## src/rtl/wake_setup_ctrl_if.sv

```systemverilog
// Button and clock-core signal bundle for wake_setup_ctrl.
// The master modport is the sequencer. The slave modport is the panel/core side.
interface wake_setup_ctrl_if;
    logic       btn_mode;
    logic       btn_inc;
    logic       btn_snooze;
    logic       alarm_in;
    logic [1:0] cur_h1;
    logic [3:0] cur_h0;
    logic [3:0] cur_m1;
    logic [3:0] cur_m0;
    logic [1:0] H_in1;
    logic [3:0] H_in0;
    logic [3:0] M_in1;
    logic [3:0] M_in0;
    logic       LD_time;
    logic       LD_alarm;
    logic       STOP_al;
    logic       editing;
    logic [1:0] edit_field;

    modport master (
        input  btn_mode, btn_inc, btn_snooze, alarm_in,
        input  cur_h1, cur_h0, cur_m1, cur_m0,
        output H_in1, H_in0, M_in1, M_in0,
        output LD_time, LD_alarm, STOP_al, editing, edit_field
    );

    modport slave (
        output btn_mode, btn_inc, btn_snooze, alarm_in,
        output cur_h1, cur_h0, cur_m1, cur_m0,
        input  H_in1, H_in0, M_in1, M_in0,
        input  LD_time, LD_alarm, STOP_al, editing, edit_field
    );
endinterface

```

## src/rtl/wake_setup_ctrl.sv

```systemverilog
// Button-driven time/alarm edit sequencer that feeds the alarm-clock core's load ports.
// Define WAKE_SNOOZE_EN to reload the alarm with current time + SNOOZE_MIN after a stop.
module wake_setup_ctrl #(
    parameter int LD_HOLD    = 10,
    parameter int TIMEOUT    = 300,
    parameter int SNOOZE_MIN = 5
) (
    input  logic              clk,
    input  logic              reset,
    wake_setup_ctrl_if.master bus
);
    localparam int HOLD_W = $clog2(LD_HOLD + 1);
    localparam int TMO_W  = $clog2(TIMEOUT + 1);
    localparam logic [HOLD_W-1:0] HOLD_LAST = HOLD_W'(LD_HOLD - 1);
    localparam logic [TMO_W-1:0]  TMO_LAST  = TMO_W'(TIMEOUT - 1);

    typedef enum logic [3:0] {
        ST_IDLE,
        ST_EDIT_TH,
        ST_EDIT_TM,
        ST_EDIT_AH,
        ST_EDIT_AM,
        ST_COMMIT_T,
        ST_COMMIT_A,
`ifdef WAKE_SNOOZE_EN
        ST_SNZ_LOAD,
`endif
        ST_STOP
    } state_t;

    state_t r_state, w_next;

    logic              r_prev_mode, r_prev_inc, r_prev_snz;
    logic [4:0]        r_hr, r_sh_h, r_com_h;
    logic [5:0]        r_mn, r_sh_m, r_com_m;
    logic [TMO_W-1:0]  r_tmo;
    logic [HOLD_W-1:0] r_hold;
    logic [5:0]        r_bcd_h;
    logic [7:0]        r_bcd_m;

    logic       w_mode_p, w_inc_p, w_snz_p, w_any_p;
    logic       w_edit_h, w_edit_m, w_editing, w_committing, w_in_strobe;
    logic       w_hold_done, w_tmo_done;
    logic [4:0] w_cur_hb, w_hr_inc, w_out_h;
    logic [5:0] w_cur_mb, w_mn_inc, w_out_m;
    logic       w_out_load;

    function automatic logic [5:0] f_bcd_h(input logic [4:0] h);
        logic [4:0] rem;
        logic [1:0] tens;
        rem  = h;
        tens = 2'd0;
        for (int i = 0; i < 2; i++) begin
            if (rem >= 5'd10) begin
                rem  = rem - 5'd10;
                tens = tens + 2'd1;
            end
        end
        return {tens, rem[3:0]};
    endfunction

    function automatic logic [7:0] f_bcd_m(input logic [5:0] m);
        logic [5:0] rem;
        logic [3:0] tens;
        rem  = m;
        tens = 4'd0;
        for (int i = 0; i < 5; i++) begin
            if (rem >= 6'd10) begin
                rem  = rem - 6'd10;
                tens = tens + 4'd1;
            end
        end
        return {tens, rem[3:0]};
    endfunction

    assign w_mode_p = bus.btn_mode & ~r_prev_mode;
    assign w_inc_p  = bus.btn_inc & ~r_prev_inc;
    assign w_snz_p  = bus.btn_snooze & ~r_prev_snz;
    assign w_any_p  = w_mode_p | w_inc_p | w_snz_p;

    assign w_edit_h     = (r_state == ST_EDIT_TH) || (r_state == ST_EDIT_AH);
    assign w_edit_m     = (r_state == ST_EDIT_TM) || (r_state == ST_EDIT_AM);
    assign w_editing    = w_edit_h || w_edit_m;
    assign w_committing = (r_state == ST_COMMIT_T) || (r_state == ST_COMMIT_A);
    assign w_in_strobe  = bus.LD_time | bus.LD_alarm | bus.STOP_al;
    assign w_hold_done  = (r_hold == HOLD_LAST);
    assign w_tmo_done   = (r_tmo == TMO_LAST) && !w_any_p;

    assign w_cur_hb = 5'd10 * {3'b000, bus.cur_h1} + {1'b0, bus.cur_h0};
    assign w_cur_mb = 6'd10 * {2'b00, bus.cur_m1} + {2'b00, bus.cur_m0};
    assign w_hr_inc = (r_hr == 5'd23) ? 5'd0 : r_hr + 5'd1;
    assign w_mn_inc = (r_mn == 6'd59) ? 6'd0 : r_mn + 6'd1;

`ifdef WAKE_SNOOZE_EN
    logic [6:0] w_snz_sum;
    logic       w_snz_wrap;
    logic [4:0] w_snz_h;
    logic [5:0] w_snz_m;
    assign w_snz_sum  = {1'b0, w_cur_mb} + 7'(SNOOZE_MIN);
    assign w_snz_wrap = (w_snz_sum >= 7'd60);
    assign w_snz_m    = w_snz_wrap ? 6'(w_snz_sum - 7'd60) : w_snz_sum[5:0];
    assign w_snz_h    = !w_snz_wrap ? w_cur_hb : (w_cur_hb == 5'd23) ? 5'd0 : w_cur_hb + 5'd1;
`endif

    always_ff @(posedge clk) begin
        if (reset) r_state <= ST_IDLE;
        else       r_state <= w_next;
    end

    // Mode outranks inc so a simultaneous press only advances the field.
    always_comb begin
        w_next = r_state;
        case (r_state)
            ST_IDLE: begin
                if (w_mode_p)                     w_next = ST_EDIT_TH;
                else if (w_inc_p)                 w_next = ST_EDIT_AH;
                else if (w_snz_p && bus.alarm_in) w_next = ST_STOP;
            end
            ST_EDIT_TH:  if (w_mode_p) w_next = ST_EDIT_TM;  else if (w_tmo_done) w_next = ST_IDLE;
            ST_EDIT_TM:  if (w_mode_p) w_next = ST_COMMIT_T; else if (w_tmo_done) w_next = ST_IDLE;
            ST_EDIT_AH:  if (w_mode_p) w_next = ST_EDIT_AM;  else if (w_tmo_done) w_next = ST_IDLE;
            ST_EDIT_AM:  if (w_mode_p) w_next = ST_COMMIT_A; else if (w_tmo_done) w_next = ST_IDLE;
            ST_COMMIT_T: if (w_hold_done) w_next = ST_IDLE;
            ST_COMMIT_A: if (w_hold_done) w_next = ST_IDLE;
`ifdef WAKE_SNOOZE_EN
            ST_STOP:     if (w_hold_done) w_next = ST_SNZ_LOAD;
            ST_SNZ_LOAD: if (w_hold_done) w_next = ST_IDLE;
`else
            ST_STOP:     if (w_hold_done) w_next = ST_IDLE;
`endif
            default:     w_next = ST_IDLE;
        endcase
    end

    always_comb begin
        bus.editing    = w_editing;
        bus.edit_field = w_edit_h ? 2'd1 : (w_edit_m ? 2'd2 : 2'd0);
        bus.LD_time    = (r_state == ST_COMMIT_T);
        bus.LD_alarm   = (r_state == ST_COMMIT_A);
        bus.STOP_al    = (r_state == ST_STOP);
`ifdef WAKE_SNOOZE_EN
        if (r_state == ST_SNZ_LOAD) bus.LD_alarm = 1'b1;
`endif
    end

    // Commits latch the edit registers on the mode press that enters COMMIT.
    always_ff @(posedge clk) begin
        if (reset) begin
            r_prev_mode <= 1'b0;
            r_prev_inc  <= 1'b0;
            r_prev_snz  <= 1'b0;
            r_hr        <= '0;
            r_mn        <= '0;
            r_sh_h      <= '0;
            r_sh_m      <= '0;
            r_com_h     <= '0;
            r_com_m     <= '0;
            r_tmo       <= '0;
            r_hold      <= '0;
        end else begin
            r_prev_mode <= bus.btn_mode;
            r_prev_inc  <= bus.btn_inc;
            r_prev_snz  <= bus.btn_snooze;
            r_tmo       <= (!w_editing || w_any_p) ? '0 : r_tmo + 1'b1;
            r_hold      <= (!w_in_strobe || (w_next != r_state)) ? '0 : r_hold + 1'b1;
            case (r_state)
                ST_IDLE: begin
                    if (w_mode_p) begin
                        r_hr <= w_cur_hb;
                        r_mn <= w_cur_mb;
                    end else if (w_inc_p) begin
                        r_hr <= r_sh_h;
                        r_mn <= r_sh_m;
                    end
                end
                ST_EDIT_TH, ST_EDIT_AH: if (w_inc_p && !w_mode_p) r_hr <= w_hr_inc;
                ST_EDIT_TM: begin
                    if (w_inc_p && !w_mode_p) r_mn <= w_mn_inc;
                    if (w_mode_p) begin
                        r_com_h <= r_hr;
                        r_com_m <= r_mn;
                    end
                end
                ST_EDIT_AM: begin
                    if (w_inc_p && !w_mode_p) r_mn <= w_mn_inc;
                    if (w_mode_p) begin
                        r_com_h <= r_hr;
                        r_com_m <= r_mn;
                        r_sh_h  <= r_hr;
                        r_sh_m  <= r_mn;
                    end
                end
                default: ;
            endcase
        end
    end

    // Snooze value goes straight to the outputs so it is valid on the first LD_alarm cycle.
    always_comb begin
        w_out_load = 1'b1;
        w_out_h    = r_com_h;
        w_out_m    = r_com_m;
        if (w_editing || w_committing) begin
            w_out_h = r_hr;
            w_out_m = r_mn;
        end
`ifdef WAKE_SNOOZE_EN
        if ((r_state == ST_STOP) && (w_next == ST_SNZ_LOAD)) begin
            w_out_h = w_snz_h;
            w_out_m = w_snz_m;
        end
        if (r_state == ST_SNZ_LOAD) w_out_load = 1'b0;
`endif
    end

    always_ff @(posedge clk) begin
        if (reset) begin
            r_bcd_h <= '0;
            r_bcd_m <= '0;
        end else if (w_out_load) begin
            r_bcd_h <= f_bcd_h(w_out_h);
            r_bcd_m <= f_bcd_m(w_out_m);
        end
    end

    assign bus.H_in1 = r_bcd_h[5:4];
    assign bus.H_in0 = r_bcd_h[3:0];
    assign bus.M_in1 = r_bcd_m[7:4];
    assign bus.M_in0 = r_bcd_m[3:0];
endmodule
```

## src/flat_wrapper.sv

```systemverilog
// flat-port wrapper written by rule: the top's interface ports become plain ports
module wake_setup_ctrl_flat 
#(
    parameter int LD_HOLD    = 10,
    parameter int TIMEOUT    = 300,
    parameter int SNOOZE_MIN = 5
)
  (clk, reset, bus_btn_mode, bus_btn_inc, bus_btn_snooze, bus_alarm_in, bus_cur_h1, bus_cur_h0, bus_cur_m1, bus_cur_m0, bus_H_in1, bus_H_in0, bus_M_in1, bus_M_in0, bus_LD_time, bus_LD_alarm, bus_STOP_al, bus_editing, bus_edit_field);
  wake_setup_ctrl_if bus_i ();
  input  logic clk;
  input  logic reset;
  input wire logic [$bits(bus_i.btn_mode)-1:0] bus_btn_mode;
  input wire logic [$bits(bus_i.btn_inc)-1:0] bus_btn_inc;
  input wire logic [$bits(bus_i.btn_snooze)-1:0] bus_btn_snooze;
  input wire logic [$bits(bus_i.alarm_in)-1:0] bus_alarm_in;
  input wire logic [$bits(bus_i.cur_h1)-1:0] bus_cur_h1;
  input wire logic [$bits(bus_i.cur_h0)-1:0] bus_cur_h0;
  input wire logic [$bits(bus_i.cur_m1)-1:0] bus_cur_m1;
  input wire logic [$bits(bus_i.cur_m0)-1:0] bus_cur_m0;
  output wire logic [$bits(bus_i.H_in1)-1:0] bus_H_in1;
  output wire logic [$bits(bus_i.H_in0)-1:0] bus_H_in0;
  output wire logic [$bits(bus_i.M_in1)-1:0] bus_M_in1;
  output wire logic [$bits(bus_i.M_in0)-1:0] bus_M_in0;
  output wire logic [$bits(bus_i.LD_time)-1:0] bus_LD_time;
  output wire logic [$bits(bus_i.LD_alarm)-1:0] bus_LD_alarm;
  output wire logic [$bits(bus_i.STOP_al)-1:0] bus_STOP_al;
  output wire logic [$bits(bus_i.editing)-1:0] bus_editing;
  output wire logic [$bits(bus_i.edit_field)-1:0] bus_edit_field;
  assign bus_i.btn_mode = bus_btn_mode;
  assign bus_i.btn_inc = bus_btn_inc;
  assign bus_i.btn_snooze = bus_btn_snooze;
  assign bus_i.alarm_in = bus_alarm_in;
  assign bus_i.cur_h1 = bus_cur_h1;
  assign bus_i.cur_h0 = bus_cur_h0;
  assign bus_i.cur_m1 = bus_cur_m1;
  assign bus_i.cur_m0 = bus_cur_m0;
  assign bus_H_in1 = bus_i.H_in1;
  assign bus_H_in0 = bus_i.H_in0;
  assign bus_M_in1 = bus_i.M_in1;
  assign bus_M_in0 = bus_i.M_in0;
  assign bus_LD_time = bus_i.LD_time;
  assign bus_LD_alarm = bus_i.LD_alarm;
  assign bus_STOP_al = bus_i.STOP_al;
  assign bus_editing = bus_i.editing;
  assign bus_edit_field = bus_i.edit_field;
  wake_setup_ctrl #(.LD_HOLD(LD_HOLD), .TIMEOUT(TIMEOUT), .SNOOZE_MIN(SNOOZE_MIN)) u_core (.clk(clk), .reset(reset), .bus(bus_i));
endmodule
```

## config.mk

```make
export PLATFORM = sky130hd
export DESIGN_NAME = wake_setup_ctrl_flat
export DESIGN_NICKNAME = d
export VERILOG_FILES = /design/src/rtl/wake_setup_ctrl_if.sv /design/src/rtl/wake_setup_ctrl.sv /design/src/flat_wrapper.sv
export SDC_FILE = /design/constraint.sdc
export NUM_CORES = 1
export LEC_CHECK = 0
export ABC_AREA = 1
export CORE_UTILIZATION = 30
export DETAILED_ROUTE_END_ITERATION = 8
export SLEW_MARGIN = 30
export SYNTH_ARGS = -nofsm -noshare
export SYNTH_HDL_FRONTEND = slang
export SYNTH_SLANG_ARGS = --single-unit
```

## constraint.sdc

```tcl
create_clock -name clk -period 5 [get_ports clk]
set_input_delay 1 -clock clk [delete_from_list [all_inputs] [get_ports clk]]
set_output_delay 1 -clock clk [all_outputs]
set_load 0.05 [all_outputs]
```

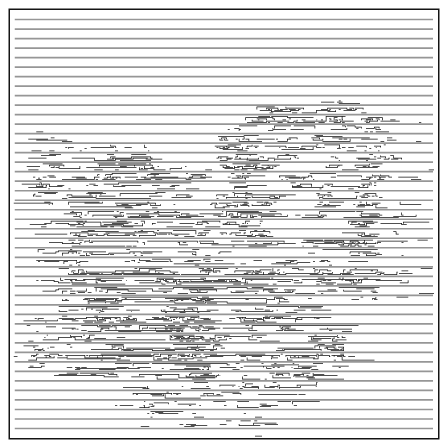
layer_met1.png
Supply wires on this layer in gray.
666 nets have wire on it. The layer carries 4940 um of wire. The wires run mostly horizontal. The longest straight run is 30.4 um.
via count: 4009
WL final: 9590 um

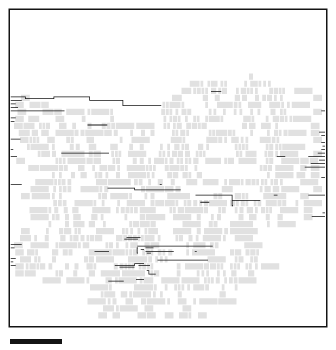
layer_met3.png
Bar = 20 um. Cells faint in the background.
The layer holds 3.8% of the routed length. 46 nets have wire on it. The longest straight run is 29.0 um. The wires run mostly horizontal. The layer carries 368 um of wire.
GRT met3 Usage: 0.0367

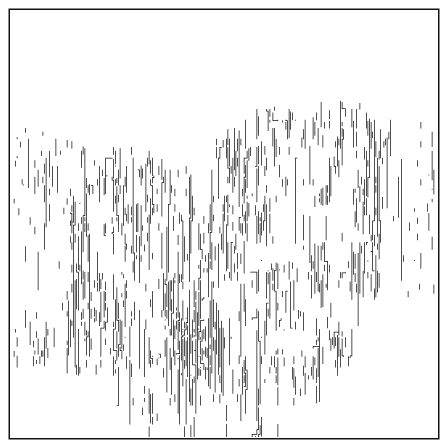
layer_met2.png
531 nets have wire on it. The layer carries 4160 um of wire. The layer holds 43% of the routed length. The wires run mostly vertical.
met2 Use GR: 0.222

==> out/results.tsv <==
stage	metric	value	unit
outcome	status	completed	
finish	num-clock-buffers	11	
cts	insertion_delay	330	ps
finish	seq_area	1350	sq um
final_timing	finClkSkew	4.21	ps
logic_synthesis	compound_area_frac	0.167	
cts	cts_buffer_depth	2	
finish	biggestCellCategory	multi-input combinational cells	
logic_synthesis	ys_sh_simple	0.312	
logic_synthesis	ys_area	4350	sq um
power	finalPower	2.06	mW
placed_design	port_buffers	39	
critical_path	crit_path_end	u_core.r_bcd_m[6]	
placed_design	dp_slack	426	ps
finish	design.seq.count	67	
placed_design	dpl.hpwl	7210	um
routing	dr.pass1.iters	4	
cts	ctsHtreeMaxLevel	3	
power	pwr_density_cell	387	nW/um^2
finish	seq_share	0.253	
finish	comb_area_frac	0.494	
global_routing	antenna_found_initial	0	
finish	logic_area	2630	sq um
run	drv_cap	0	
cts	clkTransAtPathRegs	50	ps
logic_synthesis	async_reset_ff_frac	0	
routing	met1_length	4940	um
logic_synthesis	top_cell	nand2_1	
logic_synthesis	topCellsByArea	dfxtp_1 (31%), nand2_1 (10%), inv_1 (7.6%)	
routing	drt_iter0_drc	184	
critical_path	slowest_stage	dfxtp_1	
critical_path	rrSetupSlack	480	ps
routing	met3_length	368	um
floorplanning	fp.dieH	122	um
critical_path	cp.arrival	4780	ps
final_timing	slew_violations	0	
power	p_leak	2.41	nW
floorplanning	fp-row-count	43	
global_routing	gr-usage-all-layers	0.139	
final_timing	max_freq	221	MHz
critical_path	cp.depth	37	
logic_synthesis	ys_cells	628	
finish	comb_cells	448	
logic_synthesis	syn_area_per_cell	6.93	sq um
logic_synthesis	synthesis.nets	675	
final_timing	period_used_share	0.904	
floorplanning	fp.dieW	122	um
critical_path	path_common_cell	nand2_1	
routing	postRouteAntennaNets	0	
final_timing	setup_viol	0	
placed_design	place_area	4960	sq um
critical_path	rr_endpoint	u_core.r_bcd_m[6]	
logic_synthesis	yosysWarnings	0	
run	warnings	29	
final_timing	relSlewSlack	0.592	
finish	nFillCells	1491	
finish	inv_count	99	
critical_path	worstSetupEndpointType	flop	
floorplanning	io_pins	40	
routing	highest_layer	met4	
cts	cts_root_buf	clkbuf_16	
logic_synthesis	synthFlopType	dfxtp_1	
logic_synthesis	syn_inst	628	
logic_synthesis	synth_area_leader_cell	dfxtp_1	
routing	dr_wl_met2	4160	um
routing	wl_per_cell	11.2	um
logic_synthesis	synthXorXnorAreaFrac	0.0322	
global_routing	grt_max_degree	29	
critical_path	cpPeakStageDelay	440	ps
finish	drive_gt1_frac	0.119	
cts	tritoncts	done	
global_routing	busiest_layer	met2	
global_routing	grt_pass1_wl	16700	um
floorplanning	die-area	15000	sq um
critical_path	reg2reg_from	u_core.r_state[3]	
worst_hold_path	min_path_cells	2	
logic_synthesis	synthTopLogicFamily	simple AND/OR/NAND/NOR gates	
worst_hold_path	holdPathEnd	u_core.r_sh_h[0]	
logic_synthesis	mux_area_frac	0	
placed_design	place.gp.congestion	0.863	
logic_synthesis	ys_seq_frac	0.308	
worst_hold_path	hold_start	u_core.r_sh_h[0]	
critical_path	path_class	reg -> reg	
finish	buf_share	0.0833	
power	ir_drop	0.169	mV
critical_path	required	5260	ps
logic_synthesis	synthTopCellsByCount	nand2_1 (120), inv_1 (88), dfxtp_1 (67)	
critical_path	critical_path.startpoint	u_core.r_state[3]	
finish	num-nets-final	718	
critical_path	crit_buf_inv	5	
floorplanning	tap-cell-count	180	
cts	cts_sinks	67	
floorplanning	design.core.area	14000	sq um
routing	drc	0	
logic_synthesis	synth.distinct_cells	46	
cts	cts_hold_buf	0	
finish	clkCellAreaFrac	0.0569	
logic_synthesis	synth_area	4350	sq um
global_routing	grt.overflow.total	0	
worst_hold_path	hp-class	reg -> reg	
global_routing	use_met1	0.182	
critical_path	worstPathMaxFanout	9	
cts	numCtsBuffers	9	
logic_synthesis	yosys.area_share.adder	0.0811	
routing	via_per_inst	4.69	
critical_path	cp-start-kind	flop	
critical_path	rr_worst_depth	37	
logic_synthesis	synth-seq-cells	67	
final_timing	hold_viol_final	0	
final_timing	fin_ws	481	ps
final_timing	tightest_slew	611	ps
critical_path	critPathTopFamily	simple AND/OR/NAND/NOR gates	
finish	fin_area	5320	sq um
global_routing	grt_pass1_vias	3705	
logic_synthesis	edf_count	0	
floorplanning	fp-utilization	0.311	
final_timing	finalCriticalPeriod	4520	ps
logic_synthesis	top_cell_area_share	0.308	
finish	antenna_cells	0	
finish	area_growth	22.3	%
finish	n_all_buffers	46	
-- cells by family (layout without fill, tap and decap cells) --
group           Yosys count  count (layout)
other cells               1               1
flops                    67              67
simple gates            278             278
compound gates          126             126
fa+ha+maj                27              27
xor+xnor                 16              16
buf+inv                 113             160
-- state kept, by name (all words and copies together), names as in the netlist --
register,cells
u_core.r_tmo,9
u_core.r_bcd_m,8
u_core.r_bcd_h,6
u_core.r_com_m,6
u_core.r_mn,6
u_core.r_sh_m,6
u_core.r_com_h,5
u_core.r_hr,5
u_core.r_sh_h,5
u_core.r_hold,4
u_core.r_state,4
u_core.r_prev_inc,1
u_core.r_prev_mode,1
u_core.r_prev_snz,1
-- layout by cell type, fill, tap and decap left out, types with 11 or more instances in the layout --
cell type        netlist  final
dfxtp_1               67     64
ha_1                  25     25
nand4_1               11     11
o21ai_0               43     43
nand3_1               37     36
nand2_1              120    118
inv_1                 88     88
clkdlybuf4s50_1        0     39
nor2_1                56     54
a21oi_1               47     47
nand2_2               21     20
-- through the flow --
stage | TNS (ps) | hold slack (ps) | utilization | cells
after CTS | 0 | 450 | 0.376 | 855
after global routing | -7.74 | 462 | 0.380 | 855
after global placement | 0 | 433 | 0.355 | 840
final | 0 | 450 | 0.380 | 855
after detailed placement | 0 | 442 | 0.355 | 840
after floorplan | 0 | 418 | - | 628
-- what timing repair did --
action	CTS	global route
gates resized	0	15
endpoints found under the hold margin	0	0
buffers inserted	0	0
setup endpoints to repair	0	4
-- tightest hold or removal path: stages, from the launching register on --
cell and delay [ps]:
dfxtp_1 290, inv_1 50, a21oi_1 60
-- power breakdown --
group	switching, mW	internal [mW]
clock	0.230	0.409
combinational	0.528	0.294
sequential	0.0236	0.577
Power figures rest on the tool's default switching activity, not on a simulated workload.
